`src/rtl/seq_pkg.sv`:
```
// Shared encodings for the fetch/execute sequencer: FSM states,
// instruction type fields, assign-group opcodes and branch conditions.
package seq_pkg;

   typedef enum logic [2:0] {
      ST_IDLE,
      ST_FETCH,
      ST_EXEC,
      ST_MEM,
      ST_WB,
      ST_HALT
   } state_e;

   // ir[8:7]
   localparam logic [1:0] TYPE_MATH   = 2'b00;
   localparam logic [1:0] TYPE_BRANCH = 2'b01;
   localparam logic [1:0] TYPE_ASSIGN = 2'b10;
   localparam logic [1:0] TYPE_VALUE  = 2'b11;

   // ir[6:4] inside the assign group; 001 and 110 are reserved (nop)
   localparam logic [2:0] OP_LI    = 3'b000;
   localparam logic [2:0] OP_LOAD  = 3'b010;
   localparam logic [2:0] OP_STORE = 3'b011;
   localparam logic [2:0] OP_CMP   = 3'b100;
   localparam logic [2:0] OP_NOP   = 3'b101;
   localparam logic [2:0] OP_HALT  = 3'b111;

   // ir[6:5] inside the branch group
   localparam logic [1:0] COND_LT = 2'b00;
   localparam logic [1:0] COND_GT = 2'b01;
   localparam logic [1:0] COND_NE = 2'b10;
   localparam logic [1:0] COND_EQ = 2'b11;

   typedef struct packed {
      logic lt;
      logic gt;
      logic eq;
   } flags_t;

endpackage

```
`src/rtl/instr_sequencer_branch_cond.sv`:
```
// Evaluates a branch condition code against the stored compare flags.
module branch_cond
   import seq_pkg::*;
(
   input  logic [1:0] cond,
   input  flags_t     flags,
   output logic       taken
);

   // Select the flag (or its inverse for ne) named by the condition code
   always_comb begin
      taken = 1'b0;
      case (cond)
         COND_LT: taken = flags.lt;
         COND_GT: taken = flags.gt;
         COND_NE: taken = ~flags.eq;
         COND_EQ: taken = flags.eq;
         default: taken = 1'b0;
      endcase
   end

endmodule

```
`src/rtl/instr_sequencer.sv`:
```
// Multi-cycle fetch/execute controller: owns PC, IR and compare flags,
// sequences register writeback and the data-memory handshake, and counts
// retired instructions.
module instr_sequencer
   import seq_pkg::*;
#(
   parameter int PC_W        = 10,
   parameter int LUT_W       = 5,
   parameter int MEM_TIMEOUT = 15,
   parameter int CNT_W       = 16
) (
   input  logic             clk,
   input  logic             rst_n,
   input  logic             start,
   input  logic [8:0]       instr_i,
   output logic [PC_W-1:0]  prog_ctr_o,
   output logic [8:0]       ir_o,
   output logic [LUT_W-1:0] lut_idx_o,
   input  logic [PC_W-1:0]  lut_target_i,
   input  logic             alu_lt_i,
   input  logic             alu_gt_i,
   input  logic             alu_eq_i,
   output logic             reg_we_o,
   output logic             flag_we_o,
   output logic             dmem_req_o,
   output logic             dmem_we_o,
   input  logic             dmem_ack_i,
   output logic             done_o,
   output logic             err_o,
   output logic [CNT_W-1:0] retired_o
);

   localparam int TMO_W = $clog2(MEM_TIMEOUT + 1);
   // Last MEM cycle allowed to wait; no ack here means timeout
   localparam logic [TMO_W-1:0] TMO_LAST = TMO_W'(MEM_TIMEOUT - 1);

   state_e            state_q, state_d;
   logic [PC_W-1:0]   pc_q, pc_d;
   logic [8:0]        ir_q, ir_d;
   flags_t            flags_q, flags_d;
   logic              err_q, err_d;
   logic [TMO_W-1:0]  tmo_q, tmo_d;
   logic [CNT_W-1:0]  retired_q, retired_d;
   logic              retire;
   logic              taken;
   logic [1:0]        ir_type;
   logic [2:0]        ir_op;
   logic              is_store;
   logic [PC_W-1:0]   pc_inc;

   assign ir_type  = ir_q[8:7];
   assign ir_op    = ir_q[6:4];
   assign is_store = (ir_op == OP_STORE);
   assign pc_inc   = pc_q + 1'b1;

   branch_cond u_branch_cond (
      .cond  (ir_q[6:5]),
      .flags (flags_q),
      .taken (taken)
   );

   assign prog_ctr_o = pc_q;
   assign ir_o       = ir_q;
   assign lut_idx_o  = ir_q[LUT_W-1:0];
   assign err_o      = err_q;
   assign retired_o  = retired_q;

   // Next-state, datapath updates and state-decoded strobes
   always_comb begin
      state_d    = state_q;
      pc_d       = pc_q;
      ir_d       = ir_q;
      flags_d    = flags_q;
      err_d      = err_q;
      tmo_d      = tmo_q;
      retire     = 1'b0;
      reg_we_o   = 1'b0;
      flag_we_o  = 1'b0;
      dmem_req_o = 1'b0;
      dmem_we_o  = 1'b0;
      done_o     = 1'b0;
      case (state_q)
         ST_IDLE: begin
            if (start) begin
               state_d = ST_FETCH;
               pc_d    = '0;
            end
         end
         ST_FETCH: begin
            ir_d    = instr_i;
            state_d = ST_EXEC;
         end
         ST_EXEC: begin
            case (ir_type)
               TYPE_MATH: state_d = ST_WB;
               TYPE_BRANCH: begin
                  pc_d    = taken ? lut_target_i : pc_inc;
                  state_d = ST_FETCH;
                  retire  = 1'b1;
               end
               TYPE_ASSIGN: begin
                  case (ir_op)
                     OP_LI: state_d = ST_WB;
                     OP_LOAD, OP_STORE: begin
                        tmo_d   = '0;
                        state_d = ST_MEM;
                     end
                     OP_CMP: begin
                        flags_d   = '{lt: alu_lt_i, gt: alu_gt_i, eq: alu_eq_i};
                        flag_we_o = 1'b1;
                        pc_d      = pc_inc;
                        state_d   = ST_FETCH;
                        retire    = 1'b1;
                     end
                     OP_HALT: begin
                        state_d = ST_HALT;
                        retire  = 1'b1;
                     end
                     default: begin
                        pc_d    = pc_inc;
                        state_d = ST_FETCH;
                        retire  = 1'b1;
                     end
                  endcase
               end
               default: begin
                  if (ir_q[6]) begin
                     pc_d    = lut_target_i;
                     state_d = ST_FETCH;
                     retire  = 1'b1;
                  end else begin
                     state_d = ST_WB;
                  end
               end
            endcase
         end
         ST_MEM: begin
            dmem_req_o = 1'b1;
            dmem_we_o  = is_store;
            if (dmem_ack_i) begin
               if (is_store) begin
                  pc_d    = pc_inc;
                  state_d = ST_FETCH;
                  retire  = 1'b1;
               end else begin
                  state_d = ST_WB;
               end
            end else begin
               tmo_d = tmo_q + 1'b1;
               if (tmo_q == TMO_LAST) begin
                  err_d   = 1'b1;
                  state_d = ST_HALT;
               end
            end
         end
         ST_WB: begin
            reg_we_o = 1'b1;
            pc_d     = pc_inc;
            state_d  = ST_FETCH;
            retire   = 1'b1;
         end
         ST_HALT: begin
            done_o = 1'b1;
            if (start) begin
               pc_d    = '0;
               err_d   = 1'b0;
               state_d = ST_FETCH;
            end
         end
         default: state_d = ST_IDLE;
      endcase
      retired_d = (retire && !(&retired_q)) ? retired_q + 1'b1 : retired_q;
   end

   // State register with synchronous active-low reset
   always_ff @(posedge clk) begin
      if (!rst_n) begin
         state_q   <= ST_IDLE;
         pc_q      <= '0;
         ir_q      <= '0;
         flags_q   <= '0;
         err_q     <= 1'b0;
         tmo_q     <= '0;
         retired_q <= '0;
      end else begin
         state_q   <= state_d;
         pc_q      <= pc_d;
         ir_q      <= ir_d;
         flags_q   <= flags_d;
         err_q     <= err_d;
         tmo_q     <= tmo_d;
         retired_q <= retired_d;
      end
   end

endmodule

```
`config.mk`:
```
export PLATFORM = sky130hd
export DESIGN_NAME = instr_sequencer
export DESIGN_NICKNAME = d
export VERILOG_FILES = /design/src/rtl/seq_pkg.sv /design/src/rtl/instr_sequencer_branch_cond.sv /design/src/rtl/instr_sequencer.sv
export SDC_FILE = /design/constraint.sdc
export NUM_CORES = 1
export LEC_CHECK = 0
export ABC_AREA = 1
export CAP_MARGIN = 20
export CORE_AREA = 5 5 73 92
export DETAILED_ROUTE_END_ITERATION = 8
export DIE_AREA = 0 0 78 97
export GPL_ROUTABILITY_DRIVEN = 0
export PLACE_DENSITY = 0.84
export RECOVER_POWER = 50
export SLEW_MARGIN = 20
export SYNTH_ARGS = -nofsm -noshare
export SYNTH_HDL_FRONTEND = slang
export SYNTH_SLANG_ARGS = --single-unit
```
`constraint.sdc`:
```
create_clock -name clk -period 2.55 [get_ports clk]
set_input_delay 0.255 -clock clk [delete_from_list [all_inputs] [get_ports clk]]
set_output_delay 0.255 -clock clk [all_outputs]
set_load 0.005 [all_outputs]
```
Figure 1. Clock network drawn from the DEF (run 1).
Scale bar: 20 microns.
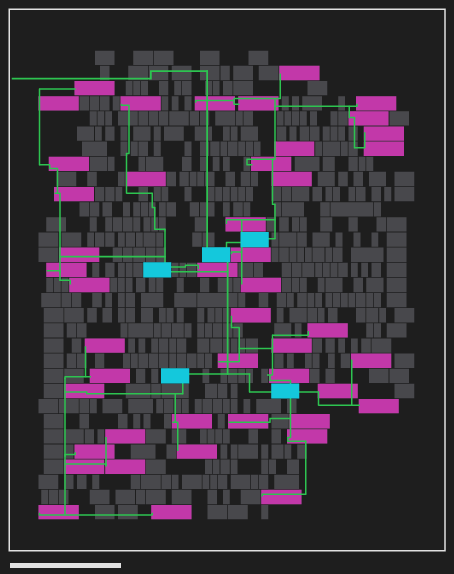
- clock-net drivers: cyan (count 5)
- flip-flops: magenta (count 46)
- clock wires: green (length 571 microns)
- routed clock nets: 6
- flops lie: widely spread
clock group share of total power: 0.172
Max Clock Skew: 0.00196 ns
worst-skew pair later-pin latency: 0.29 ns
power in the clock group: 458 uW

Figure 2. Met2 routing (run 1).
Cells faint in the background.
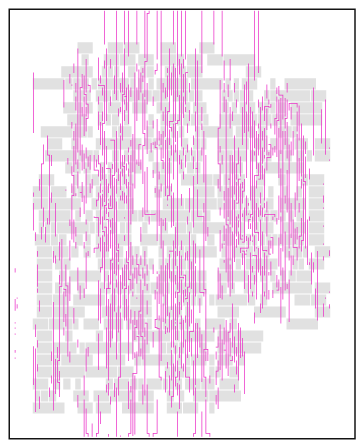
- nets with wire on the layer: 463
- longest straight run: 28.4 microns
- wire length on this layer: 4000 microns
drt total wl: 7.55 mm
total vias in the final route: 3237
GR met2 Demand/Resource: 0.368

==> impl_metrics.tcl, run 1 <==
# yosys + openroad results
set metrics [dict create \
    clk_transition_reported_paths_ns 0.08 \
    detailedPlacementHpwl_mm 5.85 \
    io_buffers 71 \
    run_status "completed" \
    numCtsBuffers 5 \
    post-route-period-util 0.892 \
    post_synth.cell_area_avg_sq_um 6.41 \
    overflow 0 \
    viasPerCell 5.40 \
    required_ns 2.30 \
    report.final.hold_viol_count 0 \
    floorplan.die.height_microns 97 \
    cts_tree "yes" \
    vdd_ir_drop_max_uv 522 \
    synthesis.nets 504 \
    worst-slew-pin-transition_ns 0.585 \
    num-nets-final 566 \
    yosys.area_share.adder 0.0332 \
    synth_warnings 0 \
    rsz0062_at_grt "false" \
    drcViolationCount 0 \
    synth-seq-area-share 0.306 \
    drv_slew 0 \
    ys_sh_aoi 0.137 \
    timing.final.setup_violations 0 \
    clock_tree.htree_level_count 2 \
    mux_share 0 \
    ant_nets 0 \
    fin_setup_tns_ns 0 \
    clock_sinks 46 \
    post_route_cells_drive_above_1_share 0.0488 \
    clockRootBuffer "clkbuf_8" \
    floorplan.rows 31 \
    detailedRoute.firstPassIterationCount 5 \
    synth-cells-yosys 470 \
    antenna_found_initial 0 \
    global_route_wire_length_before_repair_mm 13.2 \
    floorplan_die_width_microns 78 \
    timing.max_slew.rel_slack 0.609 \
    topCombFamilyByArea "simple AND/OR/NAND/NOR gates" \
    overall_die_area_sq_mm 0.00757 \
    post-synth-top-area-fraction 0.306 \
    setup_ws_ns 0.275 \
    start_kind "flip-flop" \
    maxCapViolCount 0 \
    yosysUniqueCellTypes 30 \
    endpoint_type_of_the_worst_setup_path "output pin" \
    cts.repair_timing.setup_buffer_count 0 \
    power.density_mw_per_mm2 702 \
    fin_util 0.667 \
    cp.arrival_ns 2.02 \
    xor_share 0.0494 \
    cellLeakagePower_nw 1.72 \
    initCoreUtil 0.528 \
    path_class "reg -> out" \
    flow.area_growth_from_synthesis_pct 26.2 \
    top_area_cell "dfxtp_1" \
    synthesis.instances 470 \
    antennaDiodeCount 0 \
    post-place-ws_ns 0.625 \
    holdBufCountCts 0 \
    mappedNetlistArea_sq_mm 0.00301 \
    top_cells_by_area "dfxtp_1 31%, nand2_1 12%, nand3_1 9.6%" \
    layout_min_cycle_time_ns 2.28 \
    yosys.stat.chipArea_sq_mm 0.00301 \
    fmax_mhz 440 \
    io_pins 72 \
    core_ar_sq_mm 0.00570 \
    largest_net_degree_at_the_start_of_global_routing 29 \
    clk_path_buf_depth 2 \
    synthSimpleGateAreaFrac 0.360 \
    worst-path-max-fanout 6 \
    post_cts.resized_instances 0 \
    vias_in_the_first_global_route 3015 \
    hp-class "reg -> reg" \
    warning_count 30 \
    numSynthFlops 46 \
    drt_iter0_markers 154 \
]
Figure 3. Congestion heat map (run 1).
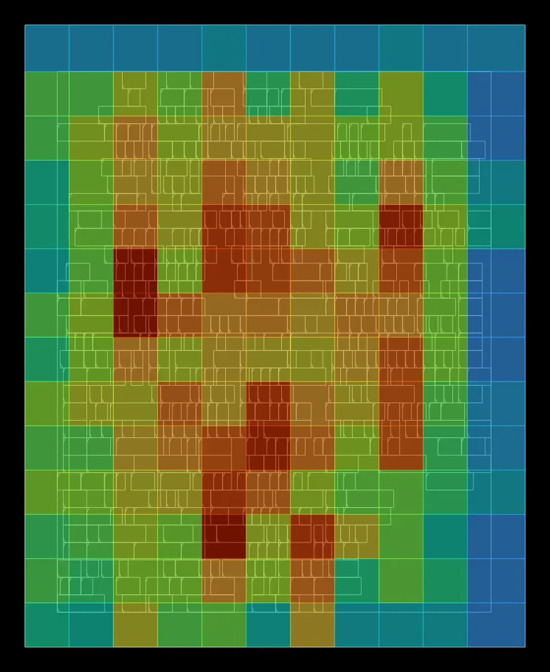
global routing met3 resource utilization: 0.0409
average routed wire per standard cell: 12.6 microns
total global routing track utilization: 0.204

## run 1: stage by stage
step	cell area (sq um)	instances	power (mW)	hold slack, ns
finish	3800	599	2.67	0.455
global route	3800	599	2.92	0.499
CTS	3800	599	2.74	0.467
detailed placement	3710	591	2.28	0.454
global placement	3710	591	2.25	0.444
floorplan	3010	470	1.82	0.421
## run 1: cell type report
cell class              count  area, sq um
fillers                   512         1900
multi-input cells         343         1740
flip-flops and latches     46          921
repair buffers             73          726
inverters                  63          236
clock buffers               7         86.3
well taps                  66         82.6
clock inverters             1         5.00
## run 1: synth_stat cells
library cell	n
nand2_1	99
nand3_1	58
inv_1	55
a21oi_1	49
nor2_1	49
dfxtp_1	46
o21ai_0	21
xor2_1	12
nand4_1	9
o21ai_1	9
buf_4	8
ha_1	8
clkbuf_1	7
inv_2	7
nor3_1	7
xnor2_1	5
nand2_2	4
nor2_2	3
buf_2	2
nor2_4	2
and2_1	1
and3_1	1
buf_6	1
clkinv_1	1
nand2_4	1
nand3b_4	1
nand4_4	1
nor3_4	1
o211a_1	1
o211ai_1	1
## run 1: logic make-up (layout without fill, tap and decap cells)
kind of cell | count (synthesis) | after routing
simple gates | 237 | 237
compound gates | 81 | 81
buf+inv | 81 | 144
flops | 46 | 46
xor+xnor | 17 | 17
fa+ha+maj | 8 | 8
## run 1: state kept, by name, summed over array words and instances (netlist names)
name	cells
err_o	1
flags_q	3
ir_o	9
prog_ctr_o	10
retired_o	16
state_q	3
tmo_q	4
## run 1: worst max-delay path, stage by stage (launching register included)
cell and delay (ns):
dfxtp_1 0.37, inv_1 0.09, nor2_2 0.15, nand2_1 0.14
inv_1 0.13, nand4_1 0.20, inv_1 0.14, clkdlybuf4s50_1 0.51
## run 1: where the power goes
part	internal [mW]	switching, mW
clock	0.219	0.239
combinational	0.525	0.686
sequential	0.843	0.157
## run 1: placed cells by master, fill, tap and decap left out, types with 12 or more instances in the layout
cell | netlist | routed
a21oi_1 | 49 | 49
clkdlybuf4s50_1 | 0 | 33
dfxtp_1 | 46 | 46
dlygate4sd3_1 | 0 | 38
inv_1 | 55 | 57
nand2_1 | 99 | 100
nand3_1 | 58 | 58
nor2_1 | 49 | 49
o21ai_0 | 21 | 21
xor2_1 | 12 | 12
## run 1: per-layer routing
metal / up-vias / GRT usage / share of wire
met4: 0 / 0.0572 / 0.012
met1: 1458 / 0.239 / 0.39
li1: 1650 / - / -
met3: 9 / 0.0409 / 0.066
met2: 120 / 0.368 / 0.53
met5: - / 0 / 0
## run 1: worst paths after layout
| check | start | endpoint | slack [ns] | depth (start not counted) |
|---|---|---|---|---|
| worst max-delay path | state_q[1] | flag_we_o | 0.27 | 7 |
| worst min-delay path | ir_o[1] | ir_o[1] | 0.46 | 2 |
| worst max register to register | ir_o[8] | prog_ctr_o[7] | 0.65 | 9 |
| worst min register to register | ir_o[1] | ir_o[1] | 0.46 | 2 |
--- run 2 (diff from run 1) ---
ABC_AREA = unset   (was 1)
CORE_AREA = 5 5 72 90   (was 5 5 73 92)
DIE_AREA = 0 0 77 95   (was 0 0 78 97)
GPL_TIMING_DRIVEN = 0   (was unset)
PLACE_DENSITY = 0.83   (was 0.84)
Figure 4. Clock network drawn from the DEF (run 2).
Scale bar: 20 microns.
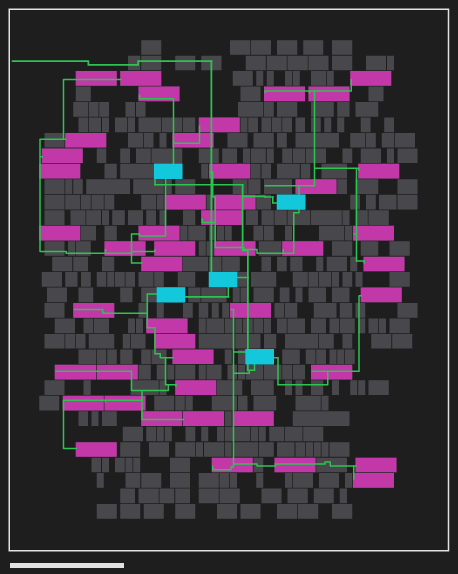
- clock wires: green (length 610 microns)
- flip-flops: magenta (count 46)
- clock-net drivers: cyan (count 5)
- flops lie: widely spread
clock group share of total power: 0.274
Max Clock Skew: 0.00539 ns
worst-skew pair later-pin latency: 0.30 ns

Figure 5. Congestion heat map (run 2).
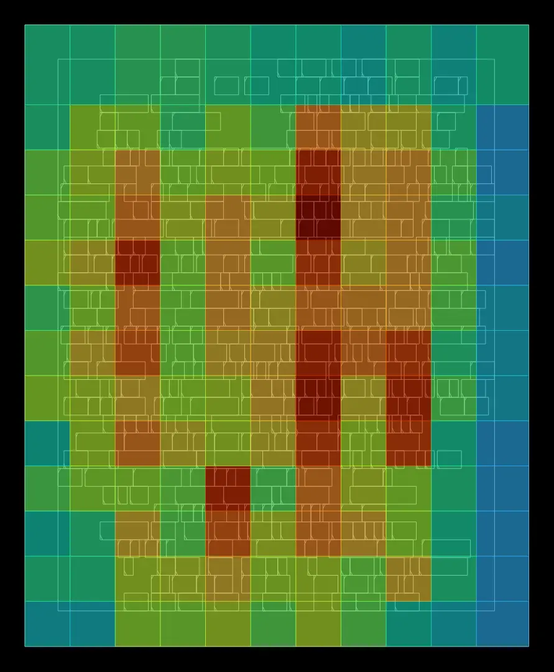
global routing met3 resource utilization: 0.0391
final design utilization: 0.660
average routed wire per standard cell: 15.2 microns
busiest metal layer after global routing: met2
GR met2 Demand/Resource: 0.356

==> run 2 against run 1 <==
  * Cell count shrank 19%
  * Synthesized cell count shrank 27%
  * Combinational power shrank 58%
  * Wire length shrank 2.2%
  * Critical path depth is the same
  * Sequential share of layout area grew 0.57 points
  * Hold slack gained 0.021 ns
  * Clock-buffer cell count is the same
  * Core utilization shrank 0.64 points
  * Register-to-register slack lost 0.43 ns
  * Largest power group is now registers
==> impl_metrics.tcl, run 2 <==
# yosys + openroad results
set metrics [dict create \
    largest_net_degree_at_the_start_of_global_routing 15 \
    floorplan.rows 31 \
    power.density_mw_per_mm2 494 \
    rsz0062_at_grt "false" \
    path_class "reg -> out" \
    core_ar_sq_mm 0.00562 \
    clock_sinks 46 \
    cts_tree "yes" \
    run_status "completed" \
    holdBufCountCts 0 \
    post_synth.cell_area_avg_sq_um 8.28 \
    clk_transition_reported_paths_ns 0.09 \
    numCtsBuffers 5 \
    cellLeakagePower_nw 1.45 \
    worst-slew-pin-transition_ns 0.665 \
    min_delay_worst_endpoint "ir_o[1]" \
    timing.final.setup_violations 0 \
    required_ns 2.30 \
    overflow 0 \
    drv_slew 0 \
    detailedRoute.firstPassIterationCount 5 \
    io_buffers 71 \
    cp.arrival_ns 2.16 \
    synth_warnings 0 \
    route.vias.total 2846 \
    crit_reg_reg_startpoint "ir_o[7]" \
    hp-class "reg -> reg" \
    timing.max_slew.rel_slack 0.553 \
    synth-async-reset-ratio 0 \
    reg2reg_setup_slack_ns 0.22 \
    maxCapViolCount 0 \
    place.detailed.instances 478 \
    report.final.hold_viol_count 0 \
    start_kind "flip-flop" \
    vdd_ir_drop_max_uv 326 \
    cts.repair_timing.setup_buffer_count 0 \
    global_route_wire_length_before_repair_mm 12.4 \
    floorplan_die_width_microns 77 \
    ant_nets 0 \
    post-route-period-util 0.949 \
    min_path_cells 2 \
    min_delay_src "ir_o[1]" \
    floorplan.die.height_microns 95 \
    instances_no_fill 486 \
    post_route_cells_drive_above_1_share 0.126 \
    post_synth_most_frequent_cells "53 x nand2_1, 46 x dfxtp_1, 32 x a21oi_1, 20 x o21ai_0, 18 x nor2_1" \
    synth-cells-yosys 341 \
    top_cells_by_area "dfxtp_1 33%, nand2_1 7.0%, a21oi_1 5.7%" \
    vias_in_the_first_global_route 2738 \
    fin_setup_tns_ns 0 \
    synth-seq-area-share 0.326 \
    yosys.stat.chipArea_sq_mm 0.00282 \
    clk_path_buf_depth 2 \
    clockRootBuffer "clkbuf_8" \
    totalWireLength_mm 7.38 \
    initCoreUtil 0.502 \
    io_pins 72 \
    drcViolationCount 0 \
    final_layout_top_logic_cells "53 x nand2_1, 46 x dfxtp_1, 41 x dlygate4sd3_1" \
    overall_die_area_sq_mm 0.00732 \
    clock_tree.htree_level_count 2 \
    global_route.usage.total 0.203 \
    post-synth-top-area-fraction 0.326 \
    detailedPlacementHpwl_mm 5.49 \
    reg2regPathDepth 10 \
    viasPerCell 5.86 \
    num-nets-final 453 \
    yosysUniqueCellTypes 70 \
    antenna_found_initial 0 \
    synthesis.instances 341 \
    top_area_cell "dfxtp_1" \
    drt_iter0_markers 304 \
]
[run 2: cell types whose count changed after synthesis, moves of 6 or more]
cell and change:
or3_1 +9, a21oi_1 -17, o31ai_1 +10, nor2_1 -31
nand2_1 -46, or4_1 +8, nand3_1 -48, xor2_1 -10
inv_1 -45, nand2b_1 +6, inv_2 -6
[run 2: metrics by stage]
stage	worst slack [ns]	power (mW)	hold WS, ns	util	cell area, sq um
floorplan	0.494	1.15	0.391	-	2820
global placement	0.308	1.35	0.460	0.643	3620
global route	0.0338	1.94	0.502	0.660	3710
CTS	0.115	1.86	0.480	0.662	3720
finish	0.130	1.83	0.476	0.660	3710
detailed placement	0.283	1.36	0.468	0.643	3620
[run 2: how the worst max path moves through the flow]
| stage | to | cells after the start | slack, ns |
|---|---|---|---|
| after floorplan | prog_ctr_o[3] | 9 | 0.49 |
| after global placement | prog_ctr_o[3] | 9 | 0.31 |
| after detailed placement | prog_ctr_o[3] | 9 | 0.28 |
| after CTS | flag_we_o | 7 | 0.11 |
| after global routing | flag_we_o | 7 | 0.03 |
| final | flag_we_o | 7 | 0.13 |
[run 2: layout make-up]
class	instances	area, sq um
Fill cell	478	1910
Multi-Input combinational cell	263	1730
Sequential cell	46	921
Timing Repair Buffer	71	711
Buffer	21	123
Clock buffer	7	96.3
Tap cell	66	82.6
Inverter	11	41.3
Clock inverter	1	8.76
[run 2: power by group]
| part | switching, mW | internal (mW) | total (mW) |
|---|---|---|---|
| Combinational | 0.273 | 0.241 | 0.513 |
| Sequential | 0.0575 | 0.761 | 0.819 |
| Clock | 0.254 | 0.249 | 0.503 |
| Total | 0.584 | 1.25 | 1.83 |
[run 2: worst max-delay path, cell delays in order (launching register included)]
cell             delay (ns)
dfxtp_1                0.36
inv_1                  0.09
ha_1                   0.13
buf_2                  0.18
and3_1                 0.16
and3_1                 0.15
clkbuf_1               0.23
clkdlybuf4s50_1        0.55
[run 2: per-layer routing]
metal	track usage	vias to the layer above	part of all wire
met5	0	-	0
li1	-	1404	-
met3	0.0391	16	0.047
met1	0.247	1332	0.43
met2	0.356	94	0.50
met4	0.0716	0	0.021
[run 2: kinds of logic after synthesis]
| group | synth area share |
|---|---|
| AND/OR/NAND/NOR | 0.291 |
| multiplexers | 0.0270 |
| adder cells (fa/ha/maj) | 0.0390 |
| buffers and inverters | 0.0607 |
| AND-OR/OR-AND | 0.241 |
| XOR/XNOR | 0.0151 |
| flip-flops | 0.326 |
No activity file was given, so power comes from the tool's default toggle rates.
